### src/rtl/mem_pkg.sv
// Shared constants for the memory-access stage.
// Load funct3 kinds, store lengths and the FSM state enum.
package mem_pkg;

  localparam logic [2:0] LD_LB  = 3'b000;
  localparam logic [2:0] LD_LH  = 3'b001;
  localparam logic [2:0] LD_LW  = 3'b010;
  localparam logic [2:0] LD_LD  = 3'b011;
  localparam logic [2:0] LD_LBU = 3'b100;
  localparam logic [2:0] LD_LHU = 3'b101;
  localparam logic [2:0] LD_LWU = 3'b110;

  localparam logic [3:0] ST_B = 4'd1;
  localparam logic [3:0] ST_H = 4'd2;
  localparam logic [3:0] ST_W = 4'd4;
  localparam logic [3:0] ST_D = 4'd8;

  typedef enum logic [1:0] {
    IDLE = 2'd0,
    REQ  = 2'd1,
    RESP = 2'd2
  } mem_state_e;

endpackage

### src/rtl/mem_align.sv
// Byte-lane alignment: store mask/data, load shift+extend, misalign.
// In: off, store_en, store_len, store_data, load_op, rdata. Out: wmask, wdata, load_data, misalign.
// MEM_MISALIGN_CHECK_EN enables misalign detection.
module mem_align
  import mem_pkg::*;
(
  input  logic [2:0]  off,
  input  logic        store_en,
  input  logic [3:0]  store_len,
  input  logic [63:0] store_data,
  input  logic [2:0]  load_op,
  input  logic [63:0] rdata,
  output logic [7:0]  wmask,
  output logic [63:0] wdata,
  output logic [63:0] load_data,
  output logic        misalign
);

  logic [15:0] mask_wide;
  logic [63:0] sh;

  // Mask built 16 bits wide; lanes past 7 fall off.
  assign mask_wide = ((16'h1 << store_len) - 16'h1) << off;
  assign wmask = store_en ? mask_wide[7:0] : 8'hFF;
  assign wdata = store_data << {off, 3'b000};
  assign sh = rdata >> {off, 3'b000};

  always_comb begin
    load_data = 64'h0;
    case (load_op)
      LD_LB:  load_data = {{56{sh[7]}}, sh[7:0]};
      LD_LH:  load_data = {{48{sh[15]}}, sh[15:0]};
      LD_LW:  load_data = {{32{sh[31]}}, sh[31:0]};
      LD_LD:  load_data = sh;
      LD_LBU: load_data = {56'h0, sh[7:0]};
      LD_LHU: load_data = {48'h0, sh[15:0]};
      LD_LWU: load_data = {32'h0, sh[31:0]};
      default: load_data = 64'h0;
    endcase
  end

`ifdef MEM_MISALIGN_CHECK_EN
  logic [3:0] sz;
  logic [3:0] sz_m1;
  assign sz = store_en ? store_len
                       : (4'd1 << load_op[1:0]);
  assign sz_m1 = sz - 4'd1;
  assign misalign = |({1'b0, off} & sz_m1);
`else
  assign misalign = 1'b0;
`endif

endmodule

### src/rtl/mem_stage.sv
// Memory-access stage: load/store FSM on dmem port, WB result regs.
// Ports: exu_* in, dmem_req_*/dmem_rsp_*, mem_stall, mem_* out to WB.
// MEM_MISALIGN_CHECK_EN retires misaligned accesses without a request.
module mem_stage
  import mem_pkg::*;
(
  input  logic        clk,
  input  logic        rstn,
  input  logic        exu_execute_en,
  input  logic [4:0]  exu_index_rd,
  input  logic [63:0] exu_alu_result,
  input  logic [63:0] exu_gpr_data2,
  input  logic        exu_load_en,
  input  logic        exu_store_en,
  input  logic [2:0]  exu_load_opcode,
  input  logic [3:0]  exu_store_len,
  input  logic        exu_wb_en,
  input  logic [3:0]  exu_wb_choose,
  input  logic        exu_ebreak,
  input  logic [63:0] exu_pc,
  input  logic [63:0] exu_snxt_pc,
  input  logic [31:0] exu_instr,
  output logic        mem_stall,
  output logic        dmem_req_valid,
  input  logic        dmem_req_ready,
  output logic [63:0] dmem_req_addr,
  output logic        dmem_req_wen,
  output logic [63:0] dmem_req_wdata,
  output logic [7:0]  dmem_req_wmask,
  input  logic        dmem_rsp_valid,
  input  logic [63:0] dmem_rsp_rdata,
  output logic        mem_execute_en,
  output logic [4:0]  mem_index_rd,
  output logic        mem_wb_en,
  output logic [3:0]  mem_wb_choose,
  output logic [63:0] mem_alu_result,
  output logic [63:0] mem_snxt_pc,
  output logic [63:0] mem_pc,
  output logic [31:0] mem_instr,
  output logic        mem_ebreak,
  output logic [63:0] mem_load_data,
  output logic        mem_misalign
);

  mem_state_e state, nstate;

  logic [63:0] lat_addr, lat_data;
  logic [2:0]  lat_lop;
  logic [3:0]  lat_len;
  logic        lat_st;

  logic [63:0] cur_addr, cur_data;
  logic [2:0]  cur_lop;
  logic [3:0]  cur_len;
  logic        cur_st;

  logic [63:0] ld_ext;
  logic        mis;
  logic        mem_op;
  logic        mis_op;
  logic        issue;
  logic        idle;

  assign idle   = (state == IDLE);
  assign mem_op = exu_execute_en
                & (exu_load_en | exu_store_en);
  assign mis_op = idle & mem_op & mis;
  assign issue  = mem_op & ~mis_op;

  // Live inputs in IDLE, held copies once in flight.
  assign cur_addr = idle ? exu_alu_result : lat_addr;
  assign cur_data = idle ? exu_gpr_data2 : lat_data;
  assign cur_lop  = idle ? exu_load_opcode : lat_lop;
  assign cur_len  = idle ? exu_store_len : lat_len;
  assign cur_st   = idle ? exu_store_en : lat_st;

  mem_align u_align (
    .off        (cur_addr[2:0]),
    .store_en   (cur_st),
    .store_len  (cur_len),
    .store_data (cur_data),
    .load_op    (cur_lop),
    .rdata      (dmem_rsp_rdata),
    .wmask      (dmem_req_wmask),
    .wdata      (dmem_req_wdata),
    .load_data  (ld_ext),
    .misalign   (mis)
  );

  assign dmem_req_addr = {cur_addr[63:3], 3'b000};
  assign dmem_req_wen  = cur_st;

  always_comb begin
    nstate         = state;
    dmem_req_valid = 1'b0;
    mem_stall      = 1'b0;
    unique case (state)
      IDLE: begin
        if (issue) begin
          dmem_req_valid = 1'b1;
          mem_stall      = 1'b1;
          nstate = dmem_req_ready ? RESP : REQ;
        end
      end
      REQ: begin
        dmem_req_valid = 1'b1;
        mem_stall      = 1'b1;
        if (dmem_req_ready) nstate = RESP;
      end
      RESP: begin
        mem_stall = ~dmem_rsp_valid;
        if (dmem_rsp_valid) nstate = IDLE;
      end
      default: nstate = IDLE;
    endcase
  end

  always_ff @(posedge clk) begin
    if (!rstn) state <= IDLE;
    else       state <= nstate;
  end

  always_ff @(posedge clk) begin
    if (!rstn) begin
      lat_addr <= 64'h0;
      lat_data <= 64'h0;
      lat_lop  <= 3'h0;
      lat_len  <= 4'h0;
      lat_st   <= 1'b0;
    end else if (idle) begin
      lat_addr <= exu_alu_result;
      lat_data <= exu_gpr_data2;
      lat_lop  <= exu_load_opcode;
      lat_len  <= exu_store_len;
      lat_st   <= exu_store_en;
    end
  end

  always_ff @(posedge clk) begin
    if (!rstn) begin
      mem_execute_en <= 1'b0;
      mem_index_rd   <= 5'h0;
      mem_wb_en      <= 1'b0;
      mem_wb_choose  <= 4'h0;
      mem_alu_result <= 64'h0;
      mem_snxt_pc    <= 64'h0;
      mem_pc         <= 64'h0;
      mem_instr      <= 32'h0;
      mem_ebreak     <= 1'b0;
      mem_load_data  <= 64'h0;
      mem_misalign   <= 1'b0;
    end else begin
      mem_execute_en <= exu_execute_en & ~mem_stall;
      mem_index_rd   <= exu_index_rd;
      mem_wb_en      <= exu_execute_en & exu_wb_en
                      & ~mem_stall & ~mis_op;
      mem_wb_choose  <= exu_wb_choose;
      mem_alu_result <= exu_alu_result;
      mem_snxt_pc    <= exu_snxt_pc;
      mem_pc         <= exu_pc;
      mem_instr      <= exu_instr;
      mem_ebreak     <= exu_execute_en & exu_ebreak
                      & ~mem_stall;
      mem_misalign   <= mis_op & ~mem_stall;
      mem_load_data  <= (exu_execute_en & exu_load_en
                         & ~mis_op) ? ld_ext : 64'h0;
    end
  end

endmodule

### config.mk
export PLATFORM = sky130hd
export DESIGN_NAME = mem_stage
export DESIGN_NICKNAME = d
export VERILOG_FILES = /design/src/rtl/mem_pkg.sv /design/src/rtl/mem_align.sv /design/src/rtl/mem_stage.sv
export SDC_FILE = /design/constraint.sdc
export NUM_CORES = 1
export LEC_CHECK = 0
export ABC_AREA = 1
export CORE_AREA = 2 2 321 323
export DETAILED_ROUTE_END_ITERATION = 6
export DIE_AREA = 0 0 323 325
export GPL_TIMING_DRIVEN = 0
export SLEW_MARGIN = 25
export SYNTH_ARGS = -nofsm -noshare
export SYNTH_HDL_FRONTEND = slang
export SYNTH_SLANG_ARGS = --single-unit
### constraint.sdc
create_clock -name clk -period 3.2 [get_ports clk]
set_input_delay 0.48 -clock clk [delete_from_list [all_inputs] [get_ports clk]]
set_output_delay 0.48 -clock clk [all_outputs]
set_load 0.01 [all_outputs]
clock_wires.png
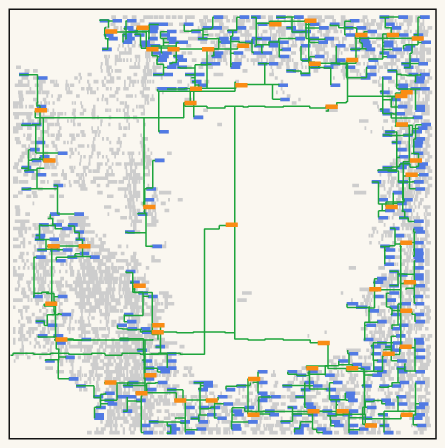
[flip-flops] blue | count: 438
[clock wires] green | length: 6630 um
[clock-net drivers] orange | count: 54
routed clock nets: 55
flops lie: spread over the die

layers.png
Only two layers are drawn.
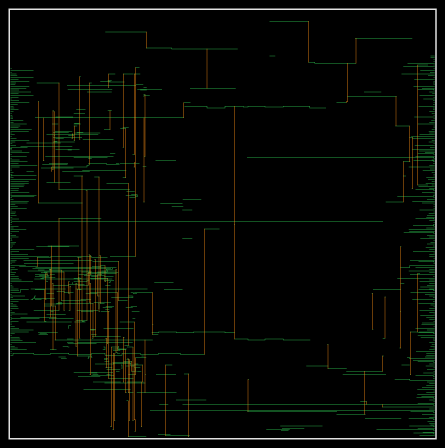
[M4] orange | wire length: 3990 um
[M3] green | wire length: 7880 um

==> impl_metrics.csv <==
group,metric,value,unit
logic_synthesis,top_cell,"nand2_1",
power,power.total,17.9,mW
logic_synthesis,yosys_warnings,0,
timing,setup_viol,16,
floorplan,initial_core_util,18.3,%
finish,postLayoutCellArea,33400,um^2
detailed_routing,drt-total-wl,102000,um
logic_synthesis,top_cell_area_share,47.3,%
clocking,htree_num_levels,2,
logic_synthesis,synthTopCellsByArea,"dfxtp_1, nand2_1, inv_1",
detailed_routing,wl_met3,7880,um
outcome,status,"finished with violations",
logic_synthesis,ys_cells,2568,
detailed_routing,drt_iter0_drc,1373,
timing,min_period_over_period,104,%
timing,clock_skew,0.0182,ns
timing,layout_setup_ws,-0.136,ns
logic_synthesis,synthCells,2568,
detailed_routing,ant_nets,0,
finish,fillerInstances,10700,
logic_synthesis,async_flop_share,0,%
floorplan,rows,117,
grt,grt_max_degree,20,
timing,maxSlewHeadroom,28.9,%
timing,tns,-0.728,ns
floorplan,die_h,325,um
worst_setup_path,end_kind,"output port",
grt,grt.overflow.total,0,
power,powerDensity,536,nW/um^2
job,max_cap_violations,0,
detailed_routing,wl_met1,42200,um
finish,layout-drive-gt1-share,25.6,%
place,dp_slack,-1.17,ns
detailed_routing,route.detailed.drc,0,
timing,tightestPinTransition,1.07,ns
timing,fmax,300,MHz
place,port_buffers,811,
detailed_routing,met2_length,48200,um
detailed_routing,dr_total_vias,20300,
place,dp_hpwl,80900,um
timing,slew_viol_final,0,
power,irDropWorstVdd,0.333,mV
worst_setup_path,worstSetupPathType,"flop to output port",
worst_setup_path,cp_max_fo,5,
timing,hold_viol_final,0,
clocking,cts_buffers,54,
clocking,cts_sinks,438,
worst_setup_path,cp.required,2.72,ns
worst_setup_path,start_kind,"flop",
grt,grt_pass1_vias,20100,
logic_synthesis,synthDistinctLibCells,38,
floorplan,die_width,323,um
finish,nets,3940,
worst_hold_path,min_path_type,"input port to flop",
place,post_dp_cell_area,28400,um^2
logic_synthesis,synth-edff-count,0,
finish,regArea,8780,um^2
logic_synthesis,ys_area,18500,um^2
job,tool_warnings,28,
grt,track_usage,18.4,%
clocking,clock_latency,0.62,ns
detailed_routing,top_layer_used,"met5",
clocking,cts_tree,"done",
logic_synthesis,syn_avg_cell_area,7.22,um^2
logic_synthesis,ys_seq_share,47.3,%
finish,finish.utilization,33.0,%
logic_synthesis,synthesis.area,18500,um^2
logic_synthesis,synth_area_leader_cell,"dfxtp_1",
clocking,cts_buffer_depth,3,
outcome,violations,"setup timing",
floorplan,core_area,101000,um^2
detailed_routing,routed_via_density,4.08,
place,gp_congestion,0.979,
floorplan,fp.dieArea,105000,um^2
finish,mi_logic_area,8680,um^2
grt,grt_pass1_wl,142000,um
detailed_routing,wire_per_inst,20.6,um
detailed_routing,first_pass_iters,5,
grt,grt_antenna_before_repair,15,
logic_synthesis,common_cells,"nand2_1, dfxtp_1, inv_1",
worst_setup_path,cp.arrival,2.86,ns
power,p_leak,15.8,nW
[routing by layer]
layer,vias to the layer above,track usage (%)
met4,6,7.16
met5,-,0
li1,9743,-
met1,9397,22.6
met2,952,31.1
met3,207,4.26
[through the flow]
stage,instances,hold WS [ns]
2_1_floorplan,2571,0.455
3_3_place_gp,4750,0.464
3_5_place_dp,4750,0.471
4_1_cts,4918,0.322
5_1_grt,4976,0.351
6_report,4977,0.388
[power breakdown]
group	switching, mW	total, mW	internal (mW)
registers	0.133	5.94	5.81
logic	3.11	5.70	2.59
clock network	2.53	6.26	3.73
[final timing paths]
| check | startpoint | to | slack (ns) | cells after the start |
|---|---|---|---|---|
| hold / removal | exu_snxt_pc[35] | mem_snxt_pc[35] | 0.39 | 3 |
| hold reg to reg | lat_lop[0] | lat_lop[0] | 0.48 | 2 |
| setup reg to reg | state[1] | lat_data[51] | 0.17 | 20 |
| setup / recovery | state[1] | dmem_req_wmask[6] | -0.14 | 14 |
[repair_timing]
item                       CTS  global route
gates cloned                 4             7
buffers inserted            68            56
hold buffers                 0             0
resized                    841           381
pin swaps                   63            65
setup endpoints to repair  134           117
[area by class of cell]
cell class                 count  share of cell area, %
antenna                        4                 0.0300
multi-input combinational   1492                   26.0
buffer                       213                   5.49
inverter                     421                   4.75
clock inverter                24                  0.817
timing repair buffer         942                   26.8
tap                         1368                   5.13
sequential                   438                   26.3
clock buffer                  75                   4.68
[state kept, by name, indices dropped and copies added (netlist names), 4 cells and up]
signal	flops
mem_pc	64
lat_addr	64
mem_alu_result	64
mem_load_data	64
mem_index_rd	5
lat_len	4
mem_instr	32
lat_data	64
mem_snxt_pc	64
mem_wb_choose	4
[kinds of logic after synthesis]
kind of cell / Yosys count / share of synthesized area, %
compound gates: 338 / 10.6
fa+ha+maj: 1 / 0.0675
buf+inv: 641 / 15.1
flops: 438 / 47.3
mux: 22 / 1.19
other cells: 1 / 0.0202
simple gates: 1127 / 25.7
[worst max-delay path, cell delays in order (launching register included)]
cell	delay, ns
dfxtp_4	0.40
inv_4	0.10
nand2_8	0.08
buf_12	0.15
buf_8	0.14
nand2_4	0.06
nand2_4	0.06
nor2_4	0.17
nand2_2	0.10
ha_4	0.25
or2_4	0.25
nand3_4	0.12
nand3_4	0.10
nand3_4	0.12
buf_6	0.11
[layout by cell type (no fill, tap or decap), types with 7 or more instances in the layout]
master,n
o21ai_4,29
a31oi_1,7
mux2i_4,20
o21a_1,30
clkbuf_2,56
dfxtp_1,436
nor2_1,251
o21ai_1,24
o21a_4,8
clkbuf_4,9
clkinv_2,9
buf_12,21
or2_4,23
nand3_1,91
clkbuf_16,63
nand3_2,21
nor2_2,11
a21oi_1,23
buf_2,49
buf_8,19
o211ai_1,50
clkbuf_1,56
inv_2,20
nand2_2,37
inv_1,398
buf_4,185
clkdlybuf4s15_1,21
clkdlybuf4s50_1,674
buf_6,50
nand2_1,564
nand3_4,11
o21ai_2,112
or2_2,87
nand2_4,16
clkbuf_8,17
o21ai_0,39
Power and IR drop assume default switching activity.
